floorplan.png
Bar = 20 um. Pins as bars on the die edge. Tap cells in grey.
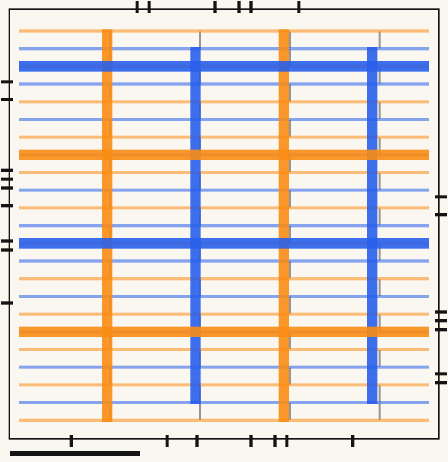
closeup.png
Region (37, 4) to (62, 29) um. Cells in grey, sequential cells in the stronger grey; small squares are vias.
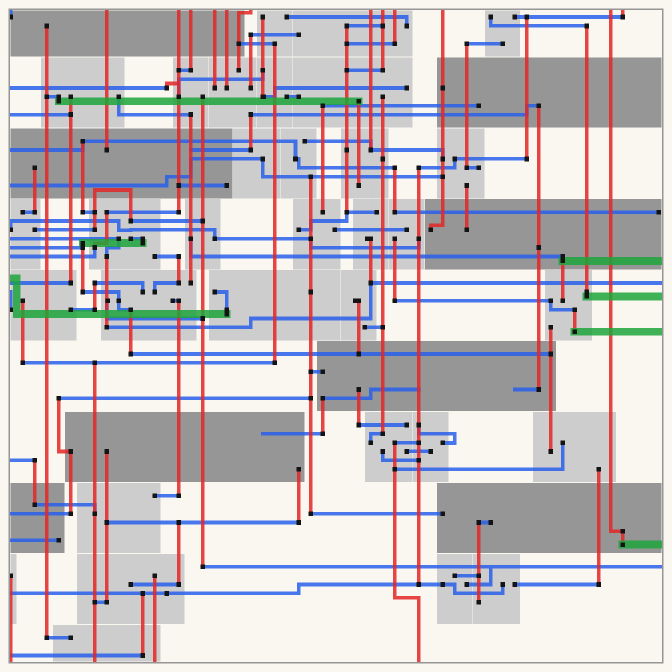
$ cat config.mk
export PLATFORM = sky130hd
export DESIGN_NAME = seq_detect_param
export DESIGN_NICKNAME = d
export VERILOG_FILES = /design/src/rtl/seq_detect_pkg.sv /design/src/rtl/seq_match_cmp.sv /design/src/rtl/seq_detect_param.sv
export SDC_FILE = /design/constraint.sdc
export NUM_CORES = 1
export LEC_CHECK = 0
export CORE_MARGIN = 1
export CORE_UTILIZATION = 45
export DETAILED_ROUTE_END_ITERATION = 10
export DONT_BUFFER_PORTS = 1
export SYNTH_ARGS = -nofsm -noshare
export SYNTH_HDL_FRONTEND = slang
export SYNTH_SLANG_ARGS = --single-unit
$ cat constraint.sdc
create_clock -name clk -period 3 [get_ports clk]
set_input_delay 0.6 -clock clk [delete_from_list [all_inputs] [get_ports clk]]
set_output_delay 0.6 -clock clk [all_outputs]
set_load 0.005 [all_outputs]
$ cat src/rtl/seq_detect_pkg.sv
// Shared types and helpers for the parametrised serial pattern detector.
package seq_detect_pkg;

  localparam int DEFAULT_MAX_LEN = 8;
  localparam int DEFAULT_CNT_W   = 8;

  typedef enum logic {
    S_FILLING = 1'b0,
    S_ARMED   = 1'b1
  } state_t;

  // A pattern length is usable only when it selects at least one history bit.
  function automatic logic len_valid(input int unsigned len, input int unsigned max_len);
    return (len != 0) && (len <= max_len);
  endfunction

endpackage

$ cat src/rtl/seq_match_cmp.sv
// Masked comparison of the post-shift history against the low len bits of the pattern.
module seq_match_cmp #(
  parameter int MAX_LEN = 8,
  parameter int LEN_W   = $clog2(MAX_LEN + 1)
) (
  input  logic [MAX_LEN-1:0] hist,
  input  logic [MAX_LEN-1:0] pat,
  input  logic [LEN_W-1:0]   len,
  output logic               hit
);

  logic [MAX_LEN-1:0] mask;

  always_comb begin
    mask = '0;
    for (int i = 0; i < MAX_LEN; i++) begin
      mask[i] = (LEN_W'(i) < len);
    end
  end

  assign hit = (((hist ^ pat) & mask) == '0);

endmodule

$ cat src/rtl/seq_detect_param.sv
// Runtime-configurable serial pattern detector with a registered match pulse
// and a saturating match counter.
module seq_detect_param
  import seq_detect_pkg::*;
#(
  parameter int MAX_LEN = DEFAULT_MAX_LEN,
  parameter int LEN_W   = $clog2(MAX_LEN + 1),
  parameter int CNT_W   = DEFAULT_CNT_W
) (
  input  logic               clk,
  input  logic               rst_n,
  input  logic               x,
  input  logic               x_valid,
  input  logic               cfg_load,
  input  logic [MAX_LEN-1:0] pattern_in,
  input  logic [LEN_W-1:0]   len_in,
  input  logic               overlap_in,
  input  logic               clear,
  output logic               y,
  output logic [CNT_W-1:0]   match_count,
  output logic               cfg_err
);

  logic [MAX_LEN-1:0] pat_q;
  logic [LEN_W-1:0]   len_q;
  logic               ovl_q;
  logic               cfg_err_q;

  logic [MAX_LEN-1:0] hist_q;
  logic [MAX_LEN-1:0] hist_next;
  logic [LEN_W-1:0]   fill_q;
  logic [LEN_W-1:0]   fill_inc;
  logic [LEN_W-1:0]   fill_next;
  state_t             state_q;
  state_t             state_next;

  logic accept;
  logic ready;
  logic hit;
  logic match;

  // clear and cfg_load both discard the bit presented alongside them.
  assign accept = x_valid && !clear && !cfg_load;

  // Oldest bit falls off the top; the truncating cast keeps the shift full width.
  assign hist_next = MAX_LEN'({hist_q, x});
  assign fill_inc  = (fill_q == LEN_W'(MAX_LEN)) ? fill_q : fill_q + 1'b1;

  seq_match_cmp #(
    .MAX_LEN (MAX_LEN),
    .LEN_W   (LEN_W)
  ) u_cmp (
    .hist (hist_next),
    .pat  (pat_q),
    .len  (len_q),
    .hit  (hit)
  );

  // NOTE: every signal written here gets a default first, so no path leaves a
  // value unassigned and no latch is inferred.
  always_comb begin
    state_next = state_q;
    fill_next  = fill_q;
    ready      = 1'b0;
    match      = 1'b0;

    case (state_q)
      S_FILLING: ready = !cfg_err_q && (fill_inc >= len_q);
      S_ARMED:   ready = 1'b1;
      default:   ready = 1'b0;
    endcase

    if (clear || cfg_load) begin
      state_next = S_FILLING;
      fill_next  = '0;
    end else if (accept) begin
      match     = ready && !cfg_err_q && hit;
      fill_next = fill_inc;
      if (match && !ovl_q) begin
        state_next = S_FILLING;
        fill_next  = '0;
      end else if (ready) begin
        state_next = S_ARMED;
      end
    end
  end

  // cfg_err is captured with the shadow length so it always describes len_q.
  // NOTE: sequential state uses non-blocking assignments so every register
  // samples the pre-edge values regardless of statement order.
  always_ff @(posedge clk or negedge rst_n) begin
    if (!rst_n) begin
      pat_q     <= '0;
      len_q     <= '0;
      ovl_q     <= 1'b1;
      cfg_err_q <= 1'b1;
    end else if (cfg_load) begin
      pat_q     <= pattern_in;
      len_q     <= len_in;
      ovl_q     <= overlap_in;
      cfg_err_q <= !len_valid(32'(len_in), MAX_LEN);
    end
  end

  always_ff @(posedge clk or negedge rst_n) begin
    if (!rst_n) begin
      state_q     <= S_FILLING;
      fill_q      <= '0;
      hist_q      <= '0;
      y           <= 1'b0;
      match_count <= '0;
    end else begin
      state_q <= state_next;
      fill_q  <= fill_next;
      y       <= match;

      if (clear) begin
        hist_q <= '0;
      end else if (accept) begin
        hist_q <= hist_next;
      end

      if (clear) begin
        match_count <= '0;
      end else if (match && (match_count != '1)) begin
        match_count <= match_count + 1'b1;
      end
    end
  end

  assign cfg_err = cfg_err_q;

endmodule

==> run summary <==
Results of the full flow below.

Placed design:
- The run puts the standard cell area after detailed placement at 1860 um^2.
- The congestion estimate from routability-driven global placement came to 0.793.
- The run gives the detailed-placement wirelength estimate as 2.51 mm.

Clock tree:
- The run gives the sink count of the clock tree as 35.
- Looking at the clock tree report, the root buffer type is clkbuf_8.
- The run gives the total CTS buffers as 5.
- The run puts the clock latency at the later pin of the worst-skew pair at 0.29 ns.

STA:
- The run puts the maximum achievable frequency at 379 MHz.
- The run puts the worst max-slew margin expressed relative to the limit at 50.6%.
- The run gives the worst hold margin as 0.133 ns.
- The run puts the final setup violation count at 0.

Finish:
- The run puts the area added between synthesis and finish at 7.86%.
- Leaving out fill and tap cells, the most frequent cell in the layout is dfrtp_1.
- The run gives the total of plain and repair buffers excluding clock buffers as 1.
- The run gives the count of filler cells inserted in the layout as 347.
- Ranking logic cells in the layout by count gives the top entries dfrtp_1, nand2_1, o21ai_0.
- Among all cell classes, the greatest summed area belongs to logic gates.
- The final report gives the core utilization as 52.4%.

Synth:
- The run gives the flip-flop and latch count after synthesis as 35.
- Yosys mapped a number of flops with a built-in enable equal to 0.
- In the synthesis report, Yosys lists the chip area as 1830 um^2.
- The run puts the synthesized-area fraction occupied by ao, oa, aoi and oai cells at 13.6%.
- The run puts the simple-gate area share of the yosys netlist at 17.8%.

Job:
- The run gives the number of logged tool warnings as 27.
- The run gives the number of max-cap violations as 0.

Outcome:
- The run finished with clean final reports.

Setup path:
- The worst setup path is captured at a register.
- The run puts the peak per-stage delay on the critical path at 0.47 ns.
- Looking at the critical path, the highest net fanout was 14.
- The run puts the register-to-register path setup slack at 0.36 ns.

Power and ir drop:
- Total power normalized to cell area comes to 475 nW/um^2.
- The run puts the worst voltage drop across the vdd grid at 0.287 mV.
- The run gives the total design power as 938 uW.

GRT:
- The run puts the global routing usage on met2 at 30.4%.

Floorplan:
- The run puts the y dimension of the die at 65.8 um.

Min path:
- The run gives the worst min-delay path class as in2async.
About floorplan.png:
| colour | net |
|---|---|
| blue | VDD |
| orange | VSS |
rows: 22
met4 straps: 4

About closeup.png:
| colour | layer |
|---|---|
| green | M3 |
| red | M2 |
| blue | M1 |
netlist names of flops here include: len_q (4), pat_q (2)
cells with their middle in the window: 38
sequential cells in the window: 7
most frequent: dfrtp_1 (6), o21ai_0 (5)

-- where the power goes --
group	internal, mW	total [mW]	switching, mW
sequential	0.495	0.516	0.0212
combinational	0.0432	0.0894	0.0462
clock	0.162	0.332	0.170
-- worst paths after layout --
check,startpoint,endpoint,cells past startpoint
min in group clk,cfg_load,cfg_err,1
hold reg to reg,hist_q[3],hist_q[4],2
max in group asynchronous,rst_n,pat_q[7],1
hold / removal,rst_n,match_count[7],1
setup / recovery,fill_q[0],match_count[6],12
setup reg to reg,fill_q[0],match_count[6],12
-- flip-flops by register name, indices dropped and copies added, names as in the netlist --
register	cells
hist_q	7
len_q	4
match_count	8
fill_q	4
state_q	1
y	1
cfg_err	1
pat_q	8
ovl_q	1
Power and IR drop assume default switching activity.
